[src/rtl/accel_pkg.sv]
// Shared types and constants for the accel_s2mm stream-to-memory writer.
package accel_pkg;

  typedef enum logic [2:0] {
    ST_IDLE,
    ST_ADDR,
    ST_DATA,
    ST_RESP,
    ST_FIN
  } state_e;

  localparam logic [1:0] BURST_INCR  = 2'b01;
  localparam logic [1:0] RESP_OKAY   = 2'b00;
  localparam int         BOUNDARY_4K = 4096;

  // AXI awsize encoding for a bus of the given width
  function automatic logic [2:0] axi_size(input int data_w);
    return 3'($clog2(data_w / 8));
  endfunction

endpackage

[src/rtl/s2mm_burst_calc.sv]
// Burst length selection: min(remaining, MAX_BURST, beats to next 4 KB page),
// registered as an AXI awlen value when load is asserted.
module s2mm_burst_calc
  import accel_pkg::*;
#(
  parameter int DATA_W    = 32,
  parameter int MAX_BURST = 16
) (
  input  logic        clk,
  input  logic        rst_n,
  input  logic        load,
  input  logic [11:0] addr_lo,
  input  logic [15:0] remaining,
  output logic [7:0]  awlen_q
);

  localparam int SIZE = $clog2(DATA_W / 8);

  logic [12:0] bytes_to_bound;
  logic [12:0] beats_to_bound;
  logic [16:0] len_c;
  logic [7:0]  awlen_d;

  always_comb begin
    bytes_to_bound = 13'(BOUNDARY_4K) - {1'b0, addr_lo};
    beats_to_bound = bytes_to_bound >> SIZE;
    len_c = {1'b0, remaining};
    if ({4'b0, beats_to_bound} < len_c) len_c = {4'b0, beats_to_bound};
    if (17'(MAX_BURST) < len_c) len_c = 17'(MAX_BURST);
    awlen_d = load ? 8'(len_c - 17'd1) : awlen_q;
  end

  always_ff @(posedge clk or negedge rst_n) begin
    if (!rst_n) awlen_q <= '0;
    else        awlen_q <= awlen_d;
  end

endmodule

[src/rtl/accel_s2mm.sv]
// AXI-Stream to AXI4 memory-mapped writer: splits a job into 4 KB-safe INCR
// bursts, one outstanding at a time, padding out a burst cut short by s_tlast.
module accel_s2mm
  import accel_pkg::*;
#(
  parameter int DATA_W    = 32,
  parameter int ADDR_W    = 32,
  parameter int MAX_BURST = 16
) (
  input  logic                aclk,
  input  logic                aresetn,
  input  logic                start,
  input  logic [ADDR_W-1:0]   base_addr,
  input  logic [15:0]         len_beats,
  output logic                busy,
  output logic                done,
  output logic                error,
  output logic [15:0]         beats_written,
  input  logic [DATA_W-1:0]   s_tdata,
  input  logic                s_tvalid,
  input  logic                s_tlast,
  output logic                s_tready,
  output logic [ADDR_W-1:0]   awaddr,
  output logic [7:0]          awlen,
  output logic [2:0]          awsize,
  output logic [1:0]          awburst,
  output logic                awvalid,
  input  logic                awready,
  output logic [DATA_W-1:0]   wdata,
  output logic [DATA_W/8-1:0] wstrb,
  output logic                wlast,
  output logic                wvalid,
  input  logic                wready,
  input  logic [1:0]          bresp,
  input  logic                bvalid,
  output logic                bready
);

  localparam int SIZE = $clog2(DATA_W / 8);

  state_e              state_q, state_d;
  logic [ADDR_W-1:0]   addr_q, addr_d;
  logic [15:0]         rem_q, rem_d;
  logic [15:0]         bw_q, bw_d;
  logic                error_q, error_d;
  logic                tlast_seen_q, tlast_seen_d;
  logic [8:0]          beat_cnt_q, beat_cnt_d;
  logic [8:0]          stream_cnt_q, stream_cnt_d;
  logic                zero_done_q, zero_done_d;
  logic                calc_load;
  logic                beat_fire;
  logic [8:0]          burst_len;

  s2mm_burst_calc #(
    .DATA_W    (DATA_W),
    .MAX_BURST (MAX_BURST)
  ) u_calc (
    .clk       (aclk),
    .rst_n     (aresetn),
    .load      (calc_load),
    .addr_lo   (addr_d[11:0]),
    .remaining (rem_d),
    .awlen_q   (awlen)
  );

  assign burst_len     = {1'b0, awlen} + 9'd1;
  assign awaddr        = addr_q;
  assign awsize        = axi_size(DATA_W);
  assign awburst       = BURST_INCR;
  assign busy          = (state_q != ST_IDLE);
  assign error         = error_q;
  assign beats_written = bw_q;

  always_comb begin
    state_d      = state_q;
    addr_d       = addr_q;
    rem_d        = rem_q;
    bw_d         = bw_q;
    error_d      = error_q;
    tlast_seen_d = tlast_seen_q;
    beat_cnt_d   = beat_cnt_q;
    stream_cnt_d = stream_cnt_q;
    zero_done_d  = 1'b0;
    calc_load    = 1'b0;
    beat_fire    = 1'b0;
    awvalid      = 1'b0;
    wvalid       = 1'b0;
    wdata        = '0;
    wstrb        = '0;
    wlast        = 1'b0;
    s_tready     = 1'b0;
    bready       = 1'b0;
    done         = zero_done_q;

    case (state_q)
      ST_IDLE: begin
        if (start) begin
          if (len_beats != 16'd0) begin
            addr_d       = base_addr;
            rem_d        = len_beats;
            bw_d         = '0;
            error_d      = 1'b0;
            tlast_seen_d = 1'b0;
            calc_load    = 1'b1;
            state_d      = ST_ADDR;
          end else begin
            zero_done_d = 1'b1;
          end
        end
      end

      ST_ADDR: begin
        awvalid = 1'b1;
        if (awready) begin
          beat_cnt_d   = '0;
          stream_cnt_d = '0;
          state_d      = ST_DATA;
        end
      end

      ST_DATA: begin
        wlast = (beat_cnt_q == {1'b0, awlen});
        // After an early s_tlast the burst is finished with null-strobe beats
        if (tlast_seen_q) begin
          wvalid    = 1'b1;
          beat_fire = wready;
        end else begin
          wvalid    = s_tvalid;
          wdata     = s_tdata;
          wstrb     = '1;
          s_tready  = wready;
          beat_fire = s_tvalid && wready;
          if (beat_fire) begin
            stream_cnt_d = stream_cnt_q + 9'd1;
            if (s_tlast) tlast_seen_d = 1'b1;
          end
        end
        if (beat_fire) begin
          beat_cnt_d = beat_cnt_q + 9'd1;
          if (wlast) state_d = ST_RESP;
        end
      end

      ST_RESP: begin
        bready = 1'b1;
        if (bvalid) begin
          if (bresp != RESP_OKAY) error_d = 1'b1;
          bw_d   = bw_q + {7'b0, stream_cnt_q};
          addr_d = addr_q + (ADDR_W'(burst_len) << SIZE);
          rem_d  = rem_q - {7'b0, burst_len};
          if (rem_d == 16'd0 || tlast_seen_q) begin
            state_d = ST_FIN;
          end else begin
            calc_load = 1'b1;
            state_d   = ST_ADDR;
          end
        end
      end

      ST_FIN: begin
        done    = 1'b1;
        state_d = ST_IDLE;
      end

      default: state_d = ST_IDLE;
    endcase
  end

  always_ff @(posedge aclk or negedge aresetn) begin
    if (!aresetn) begin
      state_q      <= ST_IDLE;
      addr_q       <= '0;
      rem_q        <= '0;
      bw_q         <= '0;
      error_q      <= 1'b0;
      tlast_seen_q <= 1'b0;
      beat_cnt_q   <= '0;
      stream_cnt_q <= '0;
      zero_done_q  <= 1'b0;
    end else begin
      state_q      <= state_d;
      addr_q       <= addr_d;
      rem_q        <= rem_d;
      bw_q         <= bw_d;
      error_q      <= error_d;
      tlast_seen_q <= tlast_seen_d;
      beat_cnt_q   <= beat_cnt_d;
      stream_cnt_q <= stream_cnt_d;
      zero_done_q  <= zero_done_d;
    end
  end

endmodule

[config.mk]
export PLATFORM = sky130hd
export DESIGN_NAME = accel_s2mm
export DESIGN_NICKNAME = d
export VERILOG_FILES = /design/src/rtl/accel_pkg.sv /design/src/rtl/s2mm_burst_calc.sv /design/src/rtl/accel_s2mm.sv
export SDC_FILE = /design/constraint.sdc
export NUM_CORES = 1
export LEC_CHECK = 0
export CAP_MARGIN = 10
export CORE_MARGIN = 3
export CORE_UTILIZATION = 40
export CTS_CLUSTER_DIAMETER = 150
export DETAILED_ROUTE_END_ITERATION = 12
export PLACE_DENSITY = 0.68
export SLEW_MARGIN = 40
export SYNTH_ARGS = -nofsm -noshare
export SYNTH_HDL_FRONTEND = slang
export SYNTH_SLANG_ARGS = --single-unit
[constraint.sdc]
create_clock -name aclk -period 7.1 [get_ports aclk]
set_clock_uncertainty 0.1 [all_clocks]
set_input_delay 0.71 -clock aclk [delete_from_list [all_inputs] [get_ports aclk]]
set_output_delay 0.71 -clock aclk [all_outputs]
set_load 0.03 [all_outputs]
==> run_1/clk_routes.png <==
Scale: 4 px per um.
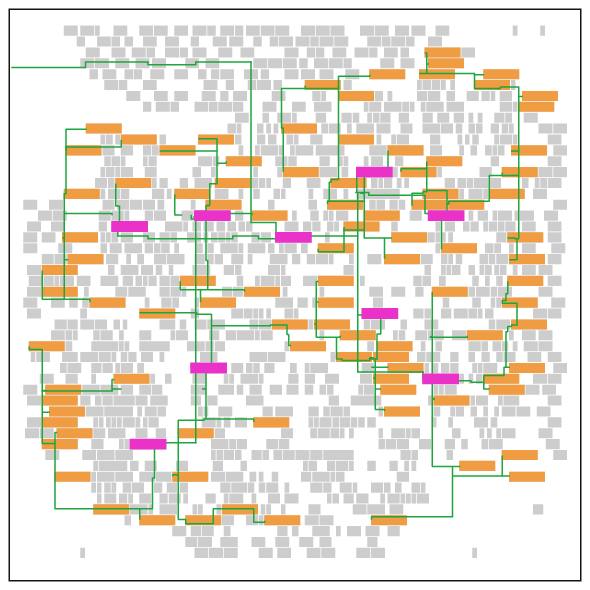
green -> clock wires  # length 1380 um
magenta -> clock drivers  # count 9
orange -> flip-flops  # count 96
flops lie = spread over the die
clk latency late pin: 360 ps
clock-net power: 0.000522 W
clock network power share: 11.9%

==> run_1/power_grid.png <==
Scale: 3 px per um. Pins as bars on the die edge.
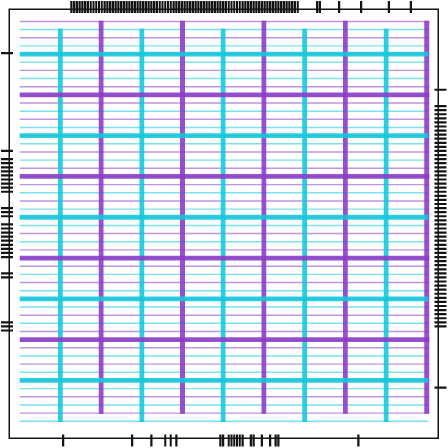
purple -> VDD
cyan -> VSS
met1 rails = 50
met4 straps = 10
met5 straps = 9
rows = 49
Die Wd: 142.5 um
area of the core: 18150 sq um

==> run_1/congestion.png <==
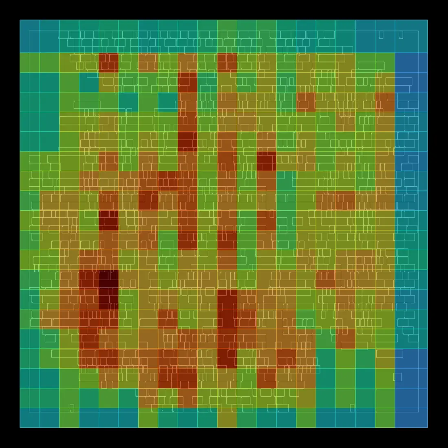
most used routing layer: met2
M2 GR Usage: 35.01%

==> run_1/flops_by_reg.png <==
Scale: 3 px per um. Other sequential cells in the stronger grey, the rest of the logic in the fainter grey.
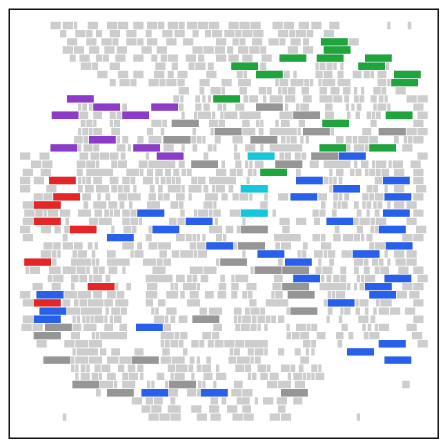
purple -> beat_cnt_q  # placed flops 9, where top left
cyan -> state_q  # placed flops 3
green -> beats_written  # placed flops 16
red -> u_calc.awlen_q  # placed flops 8, where left middle
blue -> awaddr  # placed flops 32
register area: 2402 sq um
Util after Layout: 54.10%
Flop+latch power: 0.000957 W
sequential cell area share: 24.47%

==> ci_impl_report.md, run 1 <==
### Flow metrics

| Metric | Value |
|---|---|
| CP Max Fanout | 19 |
| Cells on worst reg2reg path | 23 |
| DR WL met2 | approximately 11000 um |
| IO Port Bufs | 189 |
| Htree depth | 3 |
| Flip-flops with a built-in enable | 0 |
| Wirelength per Cell | 18.83 um |
| CTS buffer count | 9 |
| # fillers | 1738 |
| Biggest consumer | combinational logic |
| Max_cap viols | 0 |
| Routed vias/inst | 5.775 |
| Post-synth cell types | 81 |
| Fmax | 157.4 MHz |
| DRT Pass-1 Iters | 5 |
| FF-to-FF setup slack | 900 ps |
| Xor+xnor area frac | 6.461% |
| DR vias | 7438 |
| WHS | 123.5 ps |
| Area Overhead vs Synth | 31.67% |
| Crit path to | u_calc.awlen_q[4] |
| Synth mux share | 0.6880% |
| Flop pwr share | 21.9% |
| GR Util met1 | 34.23% |
| Placed Cells | between 1000 and 1500 |
| Synthesized registers | roughly 96 |
| Main synth FF type | dfrtp_1 |
| Pleak | about 4.2 nW |
| Die Area | between 20000 and 25000 sq um |
| Fp_density | 41.09% |
| Post CTS Setup Buffer Count | 0 |
| Synth area leader | dfrtp_1 |
| Area after DPL | 9500 sq um |
| Internal power | 0.002122 W |
| Pin count of the biggest net entering global routing | 79 |
| FF-to-FF End | u_calc.awlen_q[4] |
| Worst slack, placed | 541.8 ps |
| Max reg flops | 32 |
| Clock Sinks | 96 |
| Vias in the first global route | 7006 |
| Most numerous logic cell after layout | clkdlybuf4s50_1 |
| Final Max Slew Viols | 0 |
| Yosys Chip Area | roughly 7500 sq um |
| Log Warnings | 27 |
| Yosys warning count | 0 |
| Yosys aoi share | between 20% and 30% |
| Yosys cell count | 885 |
| Final Total Pwr | 0.004373 W |
| Outcome | completed |
| Sw Pwr | 0.002251 W |
| DRT met1 WL | 10950 um |
| Critical Path Start Type | input port |
| RSZ-0062 raised after global routing | no |
| Met3 Routed Length | 1735 um |
| Detailed-placement wirelength estimate | 18330 um |
| Slew HR | 50.46% |
| Hold bufs inserted after CTS | 0 |
| Maximum VDD drop | approximately 0.31 mV |
| Worst-margin pin slew | 743.2 ps |
| Worst Hold Class | in -> async |
| Syn_area_per_cell | 8.425 sq um |
| Final setup fails | 0 |
| Cycle use final | 89.48% |
| DRT iter0 DRCs | 516 |
| CTS tree | done |
| Critical R2R Launch | u_calc.awlen_q[0] |
| Clock-pin slew of the registers on the worst-case setup and hold paths | around 80 ps |
| P per Cell Area | roughly 450 nW/um^2 |
| Most instantiated logic cells after routing | 188 x clkdlybuf4s50_1, 100 x nand2_1, 96 x dfrtp_1 |
| Cell count after synthesis | 885 |
| Synth Area in Adders | 7.988% |
[run 1: cell type report]
class,count,share of cell area [%]
Clock inverter,7,0.8539
Multi-Input combinational cell,699,47.59
Timing Repair Buffer,198,19.97
Inverter,49,1.874
Sequential cell,96,24.47
Tap cell,229,2.919
Antenna cell,1,0.02549
Clock buffer,9,2.294
[run 1: critical path: stages]
cell and delay, ps:
clkdlybuf4s50_1 450, nor4_2 490, and4_1 450, nor2_4 170, a221oi_1 660, nand4_2 300
nor3_1 330, and2_1 230, nand4_1 140, xor2_1 200, ha_1 320, a21o_1 110
a21oi_1 70, nand2_1 60, a41oi_1 40, o211a_1 150, or4_4 470, nor4_4 380
a22oi_1 140, ha_1 260, o21ba_2 210, a21oi_1 150
==> run 2: changes to the inputs <==
--- a/config.mk
+++ b/config.mk
@@ -14,4 +14,5 @@
 export SLEW_MARGIN = 40
 export SYNTH_ARGS = -nofsm -noshare
 export SYNTH_HDL_FRONTEND = slang
+export SYNTH_HIERARCHICAL = 1
 export SYNTH_SLANG_ARGS = --single-unit
==> constraint.sdc (replaced) <==
create_clock -name aclk -period 8.26 [get_ports aclk]
set_clock_uncertainty 0.1 [all_clocks]
set_input_delay 0.826 -clock aclk [delete_from_list [all_inputs] [get_ports aclk]]
set_output_delay 0.826 -clock aclk [all_outputs]
set_load 0.03 [all_outputs]
==> run_2/placement_by_type.png <==
Scale: 3 px per um. Fill, decap, tap and diode cells in grey.
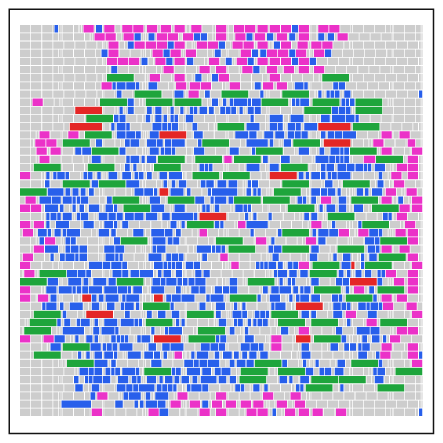
red -> clock drivers and dummy loads  # cells 16
green -> flops  # cells 96
magenta -> other buffers and delay cells  # cells 196
blue -> combinational and other logic  # cells 705
area of the core: 17540 sq um
sequential cell area share: 24.97%
design area: 9619 sq um

==> ci_impl_report.md, run 2 <==
### Flow metrics

| Metric | Value |
|---|---|
| Die Wd | approximately 140 um |
| Logic family by area | simple AND/OR/NAND/NOR gates |
| Final setup fails | 0 |
| GR Util met1 | around 34% |
| Hold bufs inserted after CTS | 0 |
| Slew HR | 47.49% |
| Clk latency late pin | between 300 and 400 ps |
| Flop+latch power | 0.000828 W |
| Main synth FF type | dfrtp_1 |
| Clock-pin slew of the registers on the worst-case setup and hold paths | 70 ps |
| Pin count of the biggest net entering global routing | 59 |
| Area Overhead vs Synth | 32.14% |
| Overall Global Routing Usage | 23.03% |
| FF-to-FF End | u_calc/awlen_q[2] |
| Wirelength per Cell | around 19 um |
| Synthesized registers | 96 |
| Pleak | 4.164 nW |
| Post CTS Setup Buffer Count | 0 |
| FF-to-FF setup slack | 2050 ps |
| Fp_density | 41.51% |
| Yosys Chip Area | between 7000 and 8000 sq um |
| Syn_area_per_cell | 8.687 sq um |
| Diodes inserted | 0 |
| Clock Sinks | 96 |
| Vias in the first global route | 6632 |
| CP max stage cell | nor4_2 |
| DR vias | ~7100 |
| Flip-flops with a built-in enable | 0 |
| Maximum VDD drop | 0.2562 mV |
| Met3 GRT Util | ~5.3% |
| IO Port Bufs | approximately 190 |
| Top-level port count | ~200 |
| Worst slack, placed | 1440 ps |
| DR WL met2 | 10320 um |
| Xor+xnor area frac | 6.377% |
| CP Max Fanout | 40 |
| Worst path max stage delay | 590 ps |
| Die Area | 19850 sq um |
| Synth mux share | approximately 1.3% |
| RSZ-0062 raised after global routing | no |
| Crit path to | u_calc/awlen_q[2] |
| Worst-margin pin slew | roughly 790 ps |
| Worst Hold Class | in -> async |
| Critical R2R Launch | u_calc/awlen_q[0] |
| P per Cell Area | 398.7 nW/um^2 |
| Yosys warning count | 6 |
| DRT Pass-1 Iters | 5 |
| Flop pwr share | 21.6% |
| Biggest consumer | combinational logic |
| Final Max Slew Viols | 0 |
| Final Total Pwr | 0.003835 W |
| DRT met1 WL | between 10000 and 15000 um |
| Routed vias/inst | 5.709 |
| Synth Area in Adders | 7.872% |
| Critical Path Start Type | input port |
| M2 GR Usage | 34.85% |
| Cells on worst reg2reg path | 23 |
| Outcome | completed |
| Path length in cells of the critical path | 24 |
| Most used routing layer | met2 |
| Cell count after synthesis | ~840 |
| Crit-path cells | clkdlybuf4s50_1 > nor4_1 > nand4_1 > nor2b_4 > buf_4 > nand2_1 > nand2_1 > nor4_2 > nand2_2 > nor3_2 > nand2b_1 > o31a_1 > nor2_1 > ha_1 > a21o_1 > a211oi_1 > o21ai_0 > o21a_1 > mux2_2 > ha_1 > inv_1 > nand2_1 > or3_1 > nand3_1 |
| Post-synth cell types | about 82 |
| Placed Cells | between 1000 and 1500 |
| CTS buffer count | 9 |
| Fmax | about 150 MHz |
| Area after DPL | 9286 sq um |
| Htree depth | 3 |
| Max_cap viols | 0 |
| CP bufs+invs | 3 |
| Most numerous logic cell after layout | clkdlybuf4s50_1 |
| Max reg flops | 32 |
| Util after Layout | a little over half |
| Most instantiated logic cells after routing | 188 x clkdlybuf4s50_1, 96 x dfrtp_1, 91 x nand2_1 |
| DRT iter0 DRCs | between 500 and 600 |
| Met3 Routed Length | 1550 um |
| Cycle use final | 80.11% |
| Yosys cell count | 838 |
| Yosys aoi share | 21.23% |
| Internal power | 0.001900 W |
| WHS | 339.9 ps |
| Synth area leader | dfrtp_1 |
| CTS tree | done |
| Detailed-placement wirelength estimate | between 15000 and 20000 um |
==> run_2/clk_routes.png <==
Scale: 4 px per um.
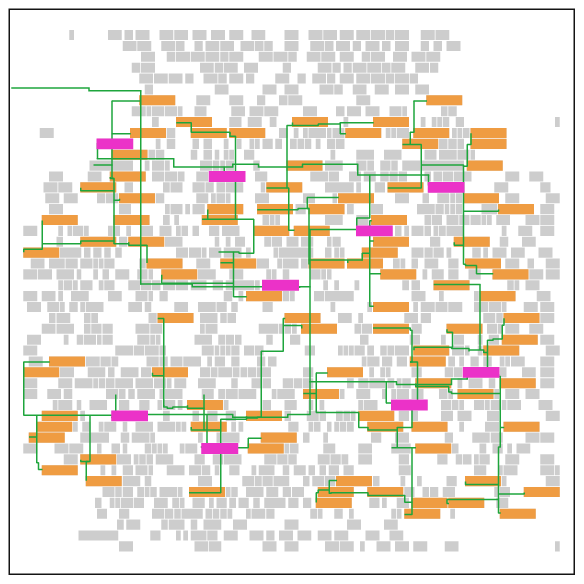
magenta -> clock drivers  # count 9
green -> clock wires  # length 1420 um
orange -> flip-flops  # count 96
flops lie = spread over the die
clock network power share: 12.3%
clock-net power: 0.000474 W

-- run 2: cell types whose count changed after synthesis, sizes merged, moves of 7 or more --
| cell | before | now |
|---|---|---|
| nand2 | 100 | 92 |
| nor2 | 69 | 58 |
| nor4 | 18 | 8 |
| o211ai | 10 | 28 |
| o21ai | 48 | 37 |
| o22ai | 10 | 3 |
| xnor2 | 29 | 21 |
-- run 2: cell type report --
cell class | count | area [sq um]
Inverter | 48 | 180.2
Fill cell | 1652 | 7918
Clock inverter | 5 | 86.33
Sequential cell | 96 | 2402
Clock buffer | 11 | 242.7
Tap cell | 225 | 281.5
Multi-Input combinational cell | 657 | 4481
Timing Repair Buffer | 196 | 1946
==> run 3: changes to the inputs <==
--- a/config.mk
+++ b/config.mk
@@ -10,7 +10,7 @@
 export CORE_UTILIZATION = 40
 export CTS_CLUSTER_DIAMETER = 150
 export DETAILED_ROUTE_END_ITERATION = 12
-export PLACE_DENSITY = 0.68
+export PLACE_DENSITY = 0.71
 export SLEW_MARGIN = 40
 export SYNTH_ARGS = -nofsm -noshare
 export SYNTH_HDL_FRONTEND = slang
==> constraint.sdc (replaced) <==
create_clock -name aclk -period 5.4 [get_ports aclk]
set_clock_uncertainty 0.1 [all_clocks]
set_input_delay 0.54 -clock aclk [delete_from_list [all_inputs] [get_ports aclk]]
set_output_delay 0.54 -clock aclk [all_outputs]
set_load 0.03 [all_outputs]
==> ci_impl_report.md, run 3 <==
### Flow metrics

| Metric | Value |
|---|---|
| Critical Path Start Type | flop |
| Flop pwr share | 18.1% |
| Crit path to | u_calc/awlen_q[4] |
| Post-synth cell types | approximately 80 |
| FF-to-FF setup slack | 60 ps |
| Cells on worst reg2reg path | 23 |
| Outcome | completed |
| Share of layout cells above drive strength 1 | 19.82% |
| CP bufs+invs | 1 |
| Yosys cell count | 838 |
| Max_cap viols | 0 |
| Critical R2R Launch | u_calc/awlen_q[1] |
| Clock Sinks | 96 |
| CP max stage cell | dfrtp_1 |
| DIE HEIGHT | 140.9 um |
| Synth area leader | dfrtp_1 |
| Die Area | 19850 sq um |
| Die Wd | 140.9 um |
| Top sig layer | met4 |
| Area after DPL | 10060 sq um |
| Area Overhead vs Synth | 49.85% |
| DR vias | 7641 |
| Area of the core | between 15000 and 20000 sq um |
| Placed Cells | 1325 |
| Met3 Routed Length | around 1700 um |
| Overall Global Routing Usage | 23.70% |
| # fillers | between 1000 and 1500 |
| Yosys Chip Area | 7279 sq um |
| Pleak | between 4 and 5 nW |
| Crit-path cells | ha_4 > xor2_4 > ha_1 > nor2b_2 > o21ai_0 > buf_4 > a21boi_4 > o311a_1 > o31ai_2 > xor2_1 > o21ai_2 > nor4_4 > nor2_1 > ha_1 > a21o_1 > a211oi_2 > o21ai_1 > o21a_2 > mux2_4 > ha_4 > and4_1 > mux2i_1 > a31oi_1 |
| DR WL met2 | 11430 um |
| Syn_area_per_cell | 8.687 sq um |
| Async SR Flop Fraction | 100.0% |
| Comb pwr share | 72.5% |
| Post-route ant nets | 0 |
| Vias in the first global route | between 7000 and 8000 |
| Synthesized registers | between 90 and 100 |
| Worst Hold Class | in -> async |
| Yosys warning count | 6 |
| Nets@finish | 1270 |
| Final Max Slew Viols | 0 |
| Internal power | 0.003554 W |
| Most used routing layer | met2 |
| Grt total ovfl | 0 |
| DRT met1 WL | 11310 um |
| DRC viols | 0 |
| RSZ-0062 raised after global routing | yes |
| Path length in cells of the critical path | 23 |
| Biggest consumer | combinational logic |
| # rows | 48 |
| Worst EP arrival | between 5000 and 6000 ps |
| IO Port Bufs | 189 |
| Pin count of the biggest net entering global routing | 55 |
| DRT iter0 DRCs | around 580 |
| Clock network power share | approximately a tenth |
| WHS | 74.64 ps |
| Maximum VDD drop | 0.5618 mV |
| Final hold viol count | 0 |
| Diodes inserted | 0 |
| Routed WL | 24730 um |
| WS Path Type | reg -> reg |
| Flip-flops with a built-in enable | 0 |
| Cell count after synthesis | 838 |
| Top cells by area | dfrtp_1 33%, ha_1 7.0%, nand2_1 4.7% |
| Design area | 10910 sq um |
| Post-synth top cells | 96 x dfrtp_1, 91 x nand2_1, 58 x nor2_1 |
| Wirelength per Cell | 18.12 um |
| CTS buffer count | 9 |
| Detailed-placement wirelength estimate | 18870 um |
| Fp_density | 41.51% |
| First-pass GRT wire length | between 30000 and 40000 um |
| P per Cell Area | 623.7 nW/um^2 |
| Htree depth | 3 |
| Most instantiated logic cells after routing | 178 x clkdlybuf4s50_1, 130 x buf_4, 95 x dfrtp_1 |
| Sw Pwr | between 0.003 and 0.004 W |
| Post-layout minimum cycle time | 5340 ps |
| Power Combinational | 0.00493 W |
| Worst slack, placed | -594.4 ps |
| Critical Path Start | u_calc/awlen_q[1] |
| Log Warnings | 27 |
| Total negative slack | 0 ps |
| Routed vias/inst | 5.598 |
| Most frequent cell after synthesis | dfrtp_1 |
| Clk latency late pin | around 350 ps |
| Top cell family by delay on the critical path | AND-OR/OR-AND gates |
| CTS tree | done |
| Max reg flops | 32 |
| RD Place Congestion | 1.042 |
| Slew HR | a little over half |
| FF-to-FF End | u_calc/awlen_q[4] |
| DRT Pass-1 Iters | 5 |
| Cycle use final | 98.89% |
| Top-level port count | approximately 200 |
| CP Max Fanout | 6 |
| Final setup fails | 0 |
| Worst path max stage delay | 430 ps |
| Crit end category | flop |
| Top-area cell share | approximately 33% |
| Final Total Pwr | 0.006804 W |
| Clk buf depth | 2 |
| CP Data Required Time | 5510 ps |
| Hold bufs inserted after CTS | 0 |
| Final non-filler cell total | 1365 |
| Switch share | 47.77% |
| Root Buffer | clkbuf_16 |
| Post-synthesis sequential area ratio | about a third |
| Main synth FF type | dfrtp_1 |
| Post CTS Setup Buffer Count | 5 |
| Fmax | around 190 MHz |
| Worst-margin pin slew | approximately 700 ps |
| Initial antenna violation count | 0 |
| Final setup margin | 59.72 ps |
| Clock-pin slew of the registers on the worst-case setup and hold paths | around 70 ps |
| Most numerous logic cell after layout | clkdlybuf4s50_1 |
| Cell area after synthesis | 7279 sq um |
| Clock-net power | 0.000639 W |
==> run 3: final cells by class <==
class,count,area (sq um),share of cell area (%)
clock buffer,12,236.5,2.168
clock inverter,3,43.79,0.4015
inverter,48,180.2,1.652
multi-input combinational,657,4793,43.94
sequential,96,2404,22.03
tap,225,281.5,2.581
timing repair buffer,324,2969,27.22
==> run 3: logic make-up (layout without fill, tap and decap cells) <==
logic type / Yosys count / after routing / share of synthesized area (%)
other cells: 2 / 5 / 0.1032
flops: 96 / 96 / 33.00
xor+xnor: 53 / 53 / 6.377
simple gates: 332 / 332 / 24.25
mux: 9 / 9 / 1.323
fa+ha+maj: 44 / 44 / 7.872
buf+inv: 88 / 387 / 5.844
compound gates: 214 / 214 / 21.23
==> run_3/flops_by_reg.png <==
Scale: 3 px per um. Other sequential cells in the stronger grey, the rest of the logic in the fainter grey.
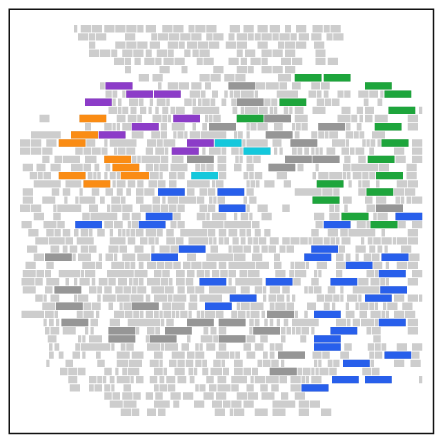
blue -> awaddr  # placed flops 32
cyan -> state_q  # placed flops 3
green -> beats_written  # placed flops 16
purple -> beat_cnt_q  # placed flops 9
orange -> u_calc/awlen_q  # placed flops 8
Util after Layout: 62.20%
Flop+latch power: 0.00123 W

==> run_3/congestion.png <==
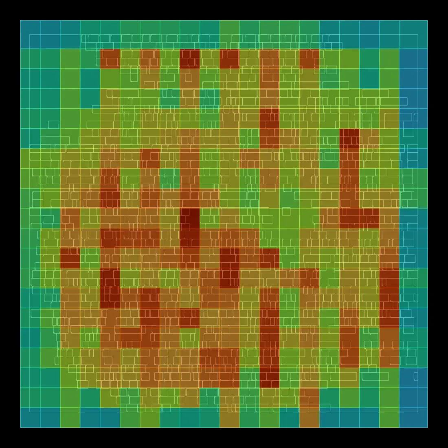
M2 GR Usage: 36.79%
met3 GRT Util: 4.410%
GR Util met1: 34.67%

Power and IR drop assume default switching activity.
